## config.mk

```make
export PLATFORM = sky130hd
export DESIGN_NAME = ctrl_sequencer_flat
export DESIGN_NICKNAME = d
export VERILOG_FILES = /design/src/rtl/ctrl_sequencer_if.sv /design/src/rtl/ctrl_sequencer.sv /design/src/flat_wrapper.sv
export SDC_FILE = /design/constraint.sdc
export NUM_CORES = 1
export LEC_CHECK = 0
export ABC_AREA = 1
export CAP_MARGIN = 40
export CORE_ASPECT_RATIO = 1.2
export CORE_MARGIN = 2
export CORE_UTILIZATION = 40
export CTS_CLUSTER_DIAMETER = 100
export CTS_CLUSTER_SIZE = 30
export DETAILED_ROUTE_END_ITERATION = 12
export GPL_TIMING_DRIVEN = 0
export HOLD_SLACK_MARGIN = 0.08
export PLACE_DENSITY = 0.73
export SYNTH_ARGS = -nofsm -noshare
export SYNTH_HDL_FRONTEND = slang
export SYNTH_SLANG_ARGS = --single-unit
```

## constraint.sdc

```tcl
create_clock -name clk -period 1.6 [get_ports clk]
set_input_delay 0.32 -clock clk [delete_from_list [all_inputs] [get_ports clk]]
set_output_delay 0.32 -clock clk [all_outputs]
set_load 0.01 [all_outputs]
```

## src/rtl/ctrl_sequencer_if.sv

```systemverilog
// Instruction handshake between the fetch side and the control sequencer.
interface ctrl_sequencer_if #(
    parameter int OPC_W = 3
);
    logic             instr_valid;
    logic             instr_ready;
    logic [OPC_W-1:0] opcode;

    modport master (
        output instr_valid,
        output opcode,
        input  instr_ready
    );

    modport slave (
        input  instr_valid,
        input  opcode,
        output instr_ready
    );
endinterface

```

## src/rtl/ctrl_sequencer.sv

```systemverilog
// Multi-cycle control sequencer: accepts one opcode per handshake, holds its
// decoded control fields while in flight and fires write/PC strobes on completion.
//
// state | meaning
// IDLE  | ready for an instruction
// EXEC  | first cycle after accept; non-memory ops complete here
// WAIT  | memory-latency cycles for lr/sr
// HALT  | illegal opcode trapped; left only through reset
module ctrl_sequencer #(
    parameter int OPC_W        = 3,
    parameter int MEM_LAT      = 1,
    parameter int ILLEGAL_HALT = 1
) (
    input  logic       clk,
    input  logic       rst_n,
    ctrl_sequencer_if.slave instr_if,
    input  logic       zero_flag_i,
    output logic       bez_o,
    output logic       ja_o,
    output logic       op1_o,
    output logic [1:0] op2_o,
    output logic [1:0] x8_sel_o,
    output logic       write_reg_o,
    output logic       write_x8_o,
    output logic       pc_en_o,
    output logic       branch_taken_o,
    output logic       illegal_o,
    output logic       busy_o
);

    typedef enum logic [1:0] {IDLE, EXEC, WAIT, HALT} state_t;

    localparam bit         HAS_LAT  = (MEM_LAT > 0);
    localparam bit         HALT_ILL = (ILLEGAL_HALT != 0);
    localparam logic [2:0] LAT_M1   = HAS_LAT ? 3'(MEM_LAT - 1) : 3'd0;

    state_t     state_q, state_d;
    logic [2:0] cnt_q, cnt_d;

    logic       bez_q, ja_q, op1_q, wreg_q, wx8_q, mem_q, ill_q;
    logic [1:0] op2_q, x8_sel_q;

    logic       dec_bez, dec_ja, dec_op1, dec_wreg, dec_wx8, dec_mem, dec_ill;
    logic [1:0] dec_op2, dec_x8_sel;

    logic accept, done, in_flight;

    always_comb begin
        dec_bez    = 1'b0;
        dec_ja     = 1'b0;
        dec_op1    = 1'b0;
        dec_op2    = 2'd0;
        dec_x8_sel = 2'd0;
        dec_wreg   = 1'b0;
        dec_wx8    = 1'b0;
        dec_mem    = 1'b0;
        dec_ill    = 1'b0;
        case (instr_if.opcode)
            OPC_W'(0): begin dec_bez = 1'b1; dec_op2 = 2'd1; end
            OPC_W'(1): begin dec_wx8 = 1'b1; dec_x8_sel = 2'd1; end
            OPC_W'(2): begin dec_ja = 1'b1; dec_op1 = 1'b1; dec_op2 = 2'd1; end
            OPC_W'(3): begin dec_wx8 = 1'b1; dec_x8_sel = 2'd1; end
            OPC_W'(4): begin dec_wx8 = 1'b1; dec_mem = 1'b1; end
            OPC_W'(5): begin dec_op1 = 1'b1; dec_wx8 = 1'b1; dec_x8_sel = 2'd2; end
            OPC_W'(6): begin dec_wreg = 1'b1; dec_mem = 1'b1; end
            default:   dec_ill = 1'b1;
        endcase
    end

    assign instr_if.instr_ready = (state_q == IDLE) && rst_n;
    assign accept = instr_if.instr_valid && instr_if.instr_ready;

    always_comb begin
        state_d = state_q;
        cnt_d   = cnt_q;
        done    = 1'b0;
        case (state_q)
            IDLE: if (accept) state_d = EXEC;
            EXEC: begin
                if (ill_q && HALT_ILL) begin
                    state_d = HALT;
                end else if (mem_q && HAS_LAT) begin
                    state_d = WAIT;
                    cnt_d   = LAT_M1;
                end else begin
                    state_d = IDLE;
                    done    = 1'b1;
                end
            end
            WAIT: begin
                if (cnt_q == 3'd0) begin
                    state_d = IDLE;
                    done    = 1'b1;
                end else begin
                    cnt_d = cnt_q - 3'd1;
                end
            end
            HALT: state_d = HALT;
            default: state_d = IDLE;
        endcase
    end

    always_ff @(posedge clk or negedge rst_n) begin
        if (!rst_n) begin
            state_q  <= IDLE;
            cnt_q    <= 3'd0;
            bez_q    <= 1'b0;
            ja_q     <= 1'b0;
            op1_q    <= 1'b0;
            op2_q    <= 2'd0;
            x8_sel_q <= 2'd0;
            wreg_q   <= 1'b0;
            wx8_q    <= 1'b0;
            mem_q    <= 1'b0;
            ill_q    <= 1'b0;
        end else begin
            state_q <= state_d;
            cnt_q   <= cnt_d;
            if (accept) begin
                bez_q    <= dec_bez;
                ja_q     <= dec_ja;
                op1_q    <= dec_op1;
                op2_q    <= dec_op2;
                x8_sel_q <= dec_x8_sel;
                wreg_q   <= dec_wreg;
                wx8_q    <= dec_wx8;
                mem_q    <= dec_mem;
                ill_q    <= dec_ill;
            end
        end
    end

    // Held fields are visible only while the instruction is in flight.
    assign in_flight      = (state_q == EXEC) || (state_q == WAIT);
    assign bez_o          = in_flight && bez_q;
    assign ja_o           = in_flight && ja_q;
    assign op1_o          = in_flight && op1_q;
    assign op2_o          = in_flight ? op2_q : 2'd0;
    assign x8_sel_o       = in_flight ? x8_sel_q : 2'd0;
    assign write_reg_o    = done && wreg_q;
    assign write_x8_o     = done && wx8_q;
    assign pc_en_o        = done;
    assign branch_taken_o = done && (ja_q || (bez_q && zero_flag_i));
    assign illegal_o      = (state_q == HALT) || ((state_q == EXEC) && ill_q);
    assign busy_o         = (state_q != IDLE);

endmodule

```

## src/flat_wrapper.sv

```systemverilog
// flat-port wrapper written by rule: the top's interface ports become plain ports
module ctrl_sequencer_flat 
#(
    parameter int OPC_W        = 3,
    parameter int MEM_LAT      = 1,
    parameter int ILLEGAL_HALT = 1
)
  (clk, rst_n, zero_flag_i, bez_o, ja_o, op1_o, op2_o, x8_sel_o, write_reg_o, write_x8_o, pc_en_o, branch_taken_o, illegal_o, busy_o, instr_if_instr_valid, instr_if_opcode, instr_if_instr_ready);
  ctrl_sequencer_if #(.OPC_W(OPC_W)) instr_if_i ();
  input  logic clk;
  input  logic rst_n;
  input  logic zero_flag_i;
  output logic bez_o;
  output logic ja_o;
  output logic op1_o;
  output logic [1:0] op2_o;
  output logic [1:0] x8_sel_o;
  output logic write_reg_o;
  output logic write_x8_o;
  output logic pc_en_o;
  output logic branch_taken_o;
  output logic illegal_o;
  output logic busy_o;
  input wire logic [$bits(instr_if_i.instr_valid)-1:0] instr_if_instr_valid;
  input wire logic [$bits(instr_if_i.opcode)-1:0] instr_if_opcode;
  output wire logic [$bits(instr_if_i.instr_ready)-1:0] instr_if_instr_ready;
  assign instr_if_i.instr_valid = instr_if_instr_valid;
  assign instr_if_i.opcode = instr_if_opcode;
  assign instr_if_instr_ready = instr_if_i.instr_ready;
  ctrl_sequencer #(.OPC_W(OPC_W), .MEM_LAT(MEM_LAT), .ILLEGAL_HALT(ILLEGAL_HALT)) u_core (.clk(clk), .rst_n(rst_n), .instr_if(instr_if_i), .zero_flag_i(zero_flag_i), .bez_o(bez_o), .ja_o(ja_o), .op1_o(op1_o), .op2_o(op2_o), .x8_sel_o(x8_sel_o), .write_reg_o(write_reg_o), .write_x8_o(write_x8_o), .pc_en_o(pc_en_o), .branch_taken_o(branch_taken_o), .illegal_o(illegal_o), .busy_o(busy_o));
endmodule
```

Run 1, met1 routing:
Scale bar: 10 um.
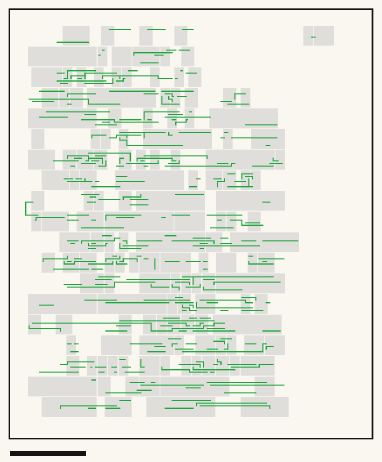
144 nets have wire on it. The longest straight run is 15.6 um. The layer carries 800 um of wire. The layer holds 39% of the routed length. The wires run mostly horizontal.
final wirelength: 2.06 mm
global-route met1 utilization: 19.9%

Run 1, signal wires on met2:
Scale bar: 10 um.
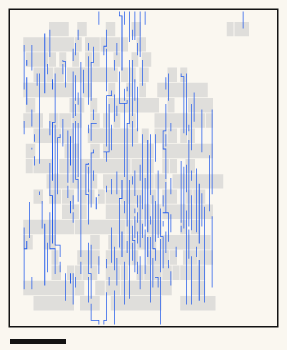
The layer holds 55% of the routed length. 137 nets have wire on it. The longest straight run is 34.7 um. The layer carries 1,140 um of wire.
total vias in the final route: 863
met2 Usage GRT: 29.7%

==> flow_summary.rst, run 1 <==
Physical design figures
=======================

.. list-table::
   :header-rows: 1

   * - Metric
     - Value
   * - Count of placed standard cells including taps
     - approximately 170
   * - Normalized max-slew margin
     - between 50% and 60%
   * - Worst clock skew
     - 0.00361 ns
   * - # fillers
     - ~220
   * - Final weighted congestion of routability-driven global placement
     - 0.755
   * - Nets in the synthesized netlist
     - 135
   * - Worst path slowest cell
     - sky130_fd_sc_hd__dfrtp_1
   * - Critical Path Most Common Cell
     - sky130_fd_sc_hd__nand2_4
   * - Min cycle time layout
     - 1.75 ns
   * - Measured slew at the worst slew-check pin
     - around 0.7 ns
   * - Sum of overflow across all layers after global routing
     - 0
   * - Final TNS setup
     - -0.863 ns
   * - Yosys stat chip area
     - 917 um^2
   * - Number of global-route vias before repair
     - approximately 840
   * - MaxCap Viol Count
     - 0
   * - Number of distinct library cells after synthesis
     - 19
   * - Top achievable clock speed
     - 572 MHz
   * - Vertical die size
     - about 56 um
   * - Yosys warning tally
     - 0
   * - Power density over the cells
     - about 1800 mW/mm^2
   * - Clk latency late pin
     - 0.30 ns
   * - Count of final max-slew check failures
     - 0
   * - Final Hold Violation Tally
     - 0
   * - Post-synth design cell area
     - 917 um^2
   * - Biggest area contributors in the synthesized netlist
     - sky130_fd_sc_hd__dfrtp_1 (41%), sky130_fd_sc_hd__nand2_1 (14%), sky130_fd_sc_hd__inv_1 (9.8%)
   * - Lkg Pwr
     - between 0.7 and 0.8 nW
   * - Hold Path Class
     - register to register
   * - Die boundary width
     - 47.7 um
   * - Worst EP required
     - 1.28 ns
   * - DR WL/cell
     - 11.3 um
   * - Share of synthesized area occupied by flip-flops and latches
     - 40.9%
   * - Commonest cells after routing, fill and taps aside
     - sky130_fd_sc_hd__nand2_1 (31), sky130_fd_sc_hd__inv_1 (19), sky130_fd_sc_hd__dfrtp_1 (15)
   * - Outcome
     - finished, violations left
   * - Total routing usage reported by global routing
     - 17.8%
   * - DRC marker count from the first detailed-route iteration
     - 12
   * - Kind of end point of the critical path
     - primary output
   * - I/O pin total
     - 21
   * - Number of cells in the finished layout apart from fillers
     - around 180
   * - Largest stage delay on the critical path
     - 0.41 ns
   * - CTS tree
     - yes
   * - Type of the worst setup path
     - register to primary output
   * - Number of register bits inferred by synthesis
     - 15
   * - Chip Area
     - 0.00269 mm^2
   * - R2R Path Start
     - u_core.state_q[1]
   * - Maximum count of clock buffers along a single path
     - 2
   * - Start point of the worst hold path
     - u_core.op2_q[0]
   * - Average instance area after synthesis
     - 7.58 um^2
   * - Clock Sinks
     - 15
   * - Root buf cell
     - sky130_fd_sc_hd__clkbuf_4
   * - Cell type with the largest total area after synthesis
     - sky130_fd_sc_hd__dfrtp_1
   * - Highest ir drop seen on vdd
     - 1.02 mV
   * - Area growth, synth to finish
     - 37.9%
   * - Top fanout value on the critical path
     - 4
   * - Total CTS buffers
     - 3
   * - Number of levels the H-tree was split into
     - 1
   * - Area share of the leading cell type in the synthesized netlist
     - about two fifths
   * - Setup Viol. Count Final
     - 13
   * - Violations in the final reports
     - setup timing
   * - Number of enable flip-flop cells
     - 0
   * - First-pass GRT wire length
     - between 3 and 4 mm
   * - Min setup slack post-route
     - -0.148 ns
   * - Kind of start point of the critical path
     - register
   * - Count of input and output buffers
     - 19
Run 1, metal 3:
Scale bar: 10 um.
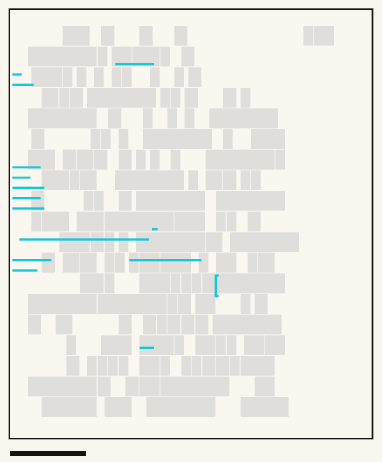
The longest straight run is 16.8 um. The layer holds 3.1% of the routed length. The wires run mostly horizontal.

## run 1: through the flow
step / worst slack (ns) / total power, W / area (um^2) / hold slack, ns
after CTS: -0.176 / 0.00209 / 1220 / 0.499
after floorplan: 0.197 / 0.00132 / 917 / 0.0244
after global placement: -0.845 / 0.00168 / 1150 / 0.468
after global routing: -0.211 / 0.00242 / 1260 / 0.528
final: -0.148 / 0.00222 / 1260 / 0.497
after detailed placement: -0.873 / 0.00173 / 1150 / 0.474
## run 1: Yosys cell counts, types with 2 or more instances
cell type                 count
sky130_fd_sc_hd__o21ai_0      6
sky130_fd_sc_hd__ha_1         7
sky130_fd_sc_hd__inv_1       24
sky130_fd_sc_hd__or2_2        2
sky130_fd_sc_hd__nand2_1     35
sky130_fd_sc_hd__dfrtp_1     15
sky130_fd_sc_hd__o21ai_1      3
sky130_fd_sc_hd__nor2_1       7
sky130_fd_sc_hd__a21oi_1      5
sky130_fd_sc_hd__nand3_1      6
sky130_fd_sc_hd__nand4_1      2
sky130_fd_sc_hd__buf_4        2
## run 1: state kept, by name (all words and copies together) (netlist names)
| signal | cells |
|---|---|
| u_core.wreg_q | 1 |
| u_core.op2_q | 1 |
| u_core.mem_q | 1 |
| u_core.cnt_q | 3 |
| u_core.bez_q | 1 |
| u_core.ill_q | 1 |
| u_core.x8_sel_q | 2 |
| u_core.state_q | 2 |
| u_core.op1_q | 1 |
| u_core.ja_q | 1 |
| u_core.wx8_q | 1 |
## run 1: layer usage
layer	global-route usage (%)	share of wire, %
met1	19.9	39
met2	29.7	55
met3	2.25	3.1
met4	11.2	2.9
met5	0	0
## run 1: path summary, 6_finish.rpt
kind	end	slack, ns	cells after the start
worst max register to register	u_core.state_q[1]	-0.02	10
min in group asynchronous	u_core.op2_q[0]	0.76	2
max in group asynchronous	u_core.state_q[0]	0.40	2
worst min register to register	u_core.op2_q[0]	0.50	2
worst min-delay path	u_core.op2_q[0]	0.50	2
worst max-delay path	branch_taken_o	-0.15	7
## run 1: where the power goes
group	total (W)	switching (W)	internal [W]
Combinational	0.00135	0.000769	0.000583
Sequential	0.000636	0.000103	0.000532
Clock	0.000233	0.000140	0.0000935
## run 1: worst max-delay path, delay by kind of cell (launching register included)
family                   cells  cell delay, ns
adder cells (fa/ha/maj)      1            0.16
buffers and inverters        2            0.29
flip-flops                   1            0.41
AND/OR/NAND/NOR              4            0.26
## run 1: cell families after synthesis
| family | synth area share (%) |
|---|---|
| flops | 40.9 |
| other cells | 0.409 |
| compound gates | 8.32 |
| fa+ha+maj | 9.55 |
| simple gates | 28.4 |
| buf+inv | 12.4 |
## run 1: timing repair
action / in CTS / in global routing
hold buffers: 1 / 0
gates cloned: 0 / 0
resized: 71 / 9
endpoints found under the hold margin: 15 / 0
pin swaps: 2 / 4
setup endpoints to repair: 25 / 12
buffers inserted: 3 / 4
## run 1: layout make-up
class	instances	area [um^2]	area share, %
multi-input combinational	79	528	41.7
sequential	15	375	29.7
timing repair buffer	27	189	14.9
inverter	25	98.8	7.81
tap	31	38.8	3.07
clock buffer	3	22.5	1.78
buffer	1	7.51	0.593
clock inverter	1	5.00	0.396
==> run 1 -> run 2 <==
--- a/config.mk
+++ b/config.mk
@@ -16,6 +16,8 @@
 export GPL_TIMING_DRIVEN = 0
 export HOLD_SLACK_MARGIN = 0.08
 export PLACE_DENSITY = 0.73
+export RECOVER_POWER = 100
+export SLEW_MARGIN = 15
 export SYNTH_ARGS = -nofsm -noshare
 export SYNTH_HDL_FRONTEND = slang
 export SYNTH_SLANG_ARGS = --single-unit
Run 2, met1 routing:
Scale bar: 10 um.
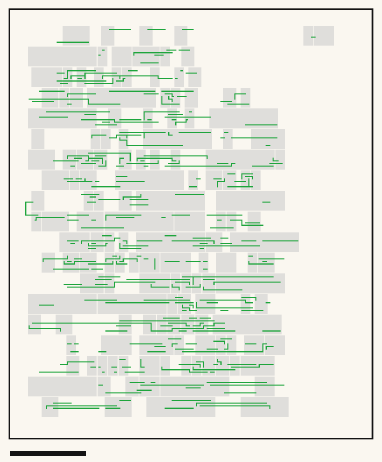
The longest straight run is 15.6 um. The wires run mostly horizontal. The layer carries 807 um of wire. The layer holds 39% of the routed length. 144 nets have wire on it.
total vias in the final route: 861
final wirelength: 2.07 mm

==> run 2 against run 1 <==
Effect of this change:
- the flow still finishes with violations (setup timing)
- final cell count did not move
- global-route usage did not move
- non-clock buffer count did not move
- die size did not move
==> flow_summary.rst, run 2 <==
Physical design figures
=======================

.. list-table::
   :header-rows: 1

   * - Metric
     - Value
   * - Largest stage delay on the critical path
     - 0.41 ns
   * - Chip Area
     - 0.00269 mm^2
   * - Area share of the leading cell type in the synthesized netlist
     - 40.9%
   * - # fillers
     - 225
   * - I/O pin total
     - 21
   * - Count of final max-slew check failures
     - 0
   * - Storage element area
     - 375 um^2
   * - Nets in the synthesized netlist
     - approximately 140
   * - Number of register bits inferred by synthesis
     - 15
   * - Vertical die size
     - 56.5 um
   * - CTS tree
     - yes
   * - Clk latency late pin
     - around 0.30 ns
   * - Register ranked first by flip-flop count
     - u_core.cnt_q
   * - Commonest cells after routing, fill and taps aside
     - sky130_fd_sc_hd__nand2_1 (31), sky130_fd_sc_hd__inv_1 (19), sky130_fd_sc_hd__dfrtp_1 (15)
   * - Total CTS buffers
     - 3
   * - Sum of overflow across all layers after global routing
     - 0
   * - Kind of end point of the critical path
     - primary output
   * - Biggest area contributors in the synthesized netlist
     - sky130_fd_sc_hd__dfrtp_1 (41%), sky130_fd_sc_hd__nand2_1 (14%), sky130_fd_sc_hd__inv_1 (9.8%)
   * - Yosys stat chip area
     - about 920 um^2
   * - First-pass GRT wire length
     - around 3.4 mm
   * - Critical Path Most Common Cell
     - sky130_fd_sc_hd__nand2_4
   * - Min setup slack post-route
     - -0.148 ns
   * - Highest ir drop seen on vdd
     - slightly above 1 mV
   * - Top cells by instance count after synthesis
     - sky130_fd_sc_hd__nand2_1 (35), sky130_fd_sc_hd__inv_1 (24), sky130_fd_sc_hd__dfrtp_1 (15)
   * - Top-count cell post-synth
     - sky130_fd_sc_hd__nand2_1
   * - Violations in the final reports
     - setup timing
   * - Share of synthesized area occupied by flip-flops and latches
     - 40.9%
   * - Worst clock skew
     - 0.00361 ns
   * - Measured slew at the worst slew-check pin
     - 0.696 ns
   * - Combinational Area
     - 514 um^2
   * - Setup Viol. Count Final
     - 13
   * - Worst EP required
     - between 1 and 1.5 ns
   * - Top flop regs
     - u_core.cnt_q (3), u_core.state_q (2), u_core.x8_sel_q (2)
   * - Outcome
     - finished, violations left
   * - Count of input and output buffers
     - 19
   * - MaxCap Viol Count
     - 0
   * - DRC marker count from the first detailed-route iteration
     - 12
   * - Root buf cell
     - sky130_fd_sc_hd__clkbuf_4
   * - Number of distinct library cells after synthesis
     - 19
   * - Post-synth design cell area
     - 917 um^2
   * - Post-place instance area
     - 0.00115 mm^2
   * - Hold Path Class
     - register to register
Run 2, congestion heat map:
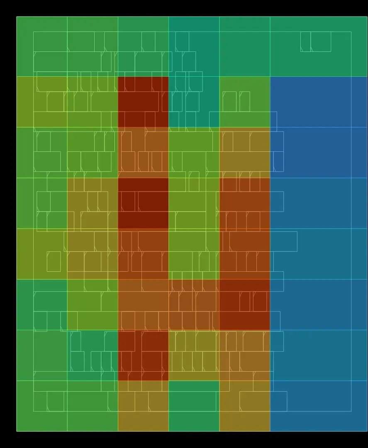
Final Util: 56.0%
total routing usage reported by global routing: 17.8%
DR WL/cell: 11.4 um
GR Util met3: 2.25%

==> run 2: cell count changes in the layout (fill, tap and decap cells not counted) <==
cell                     before  now
sky130_fd_sc_hd__nor2_2       3    4
sky130_fd_sc_hd__nor2_8       1    0
==> run 2: report_power, final <==
part	internal (W)	total (W)	switching, W	leakage [nW]
sequential	0.000532	0.000636	0.000103	0.199
clock	0.0000935	0.000233	0.000140	0.0177
combinational	0.000578	0.00134	0.000759	0.483
==> run 2: per-layer routing <==
metal | share of wire, % | global-route usage, %
met5 | 0 | 0
met4 | 2.8 | 11.2
met3 | 3.0 | 2.25
met2 | 55 | 29.7
met1 | 39 | 19.9
==> run 2: final cells by class <==
| cell class | instances | area share (%) |
|---|---|---|
| Multi-Input combinational cell | 79 | 41.1 |
| Clock buffer | 3 | 1.80 |
| Buffer | 1 | 0.600 |
| Clock inverter | 1 | 0.400 |
| Tap cell | 31 | 3.10 |
| Inverter | 25 | 7.90 |
| Sequential cell | 15 | 30.0 |
| Timing Repair Buffer | 27 | 15.1 |
==> run 2: cell families after synthesis <==
family | share of synthesized area (%)
and+or+nand+nor | 28.4
DFF | 40.9
adders and majority gates | 9.55
other | 0.409
AOI/OAI and AO/OA | 8.32
buffers and inverters | 12.4
==> run 2: worst max-delay path, delay by kind of cell (launching register included) <==
family,cells,cell delay [ns]
flip-flops,1,0.41
adder cells (fa/ha/maj),1,0.16
buffers and inverters,2,0.29
AND/OR/NAND/NOR,4,0.26
==> run 2: per-stage QoR <==
step           power [W]  util [%]  hold WS, ns  setup TNS (ns)  worst slack (ns)
3_5_place_dp     0.00173      51.3        0.474           -9.35            -0.873
5_1_grt          0.00240      56.0        0.528           -1.89            -0.211
4_1_cts          0.00209      54.8        0.499           -1.41            -0.176
6_report         0.00221      56.0        0.497          -0.863            -0.148
3_3_place_gp     0.00168      51.3        0.468           -8.47            -0.845
2_1_floorplan    0.00132         -       0.0244               0             0.197
==> run 2: repair_timing <==
action	in CTS	in global routing
resized	71	9
buffers inserted	3	4
cloned	0	0
pin swaps	2	4
hold buffers	1	0
endpoints found under the setup margin	25	12
hold endpoints to repair	15	0
==> run 2: final timing paths <==
kind | from | end | slack (ns) | depth (start not counted)
worst max-delay path | u_core.state_q[1] | branch_taken_o | -0.15 | 7
worst max register to register | u_core.state_q[1] | u_core.state_q[1] | -0.02 | 10
max in group asynchronous | rst_n | u_core.state_q[0] | 0.40 | 2
worst min register to register | u_core.op2_q[0] | u_core.op2_q[0] | 0.50 | 2
worst min-delay path | u_core.op2_q[0] | u_core.op2_q[0] | 0.50 | 2
min in group asynchronous | rst_n | u_core.op2_q[0] | 0.76 | 2
No activity file was given, so power comes from the tool's default toggle rates.
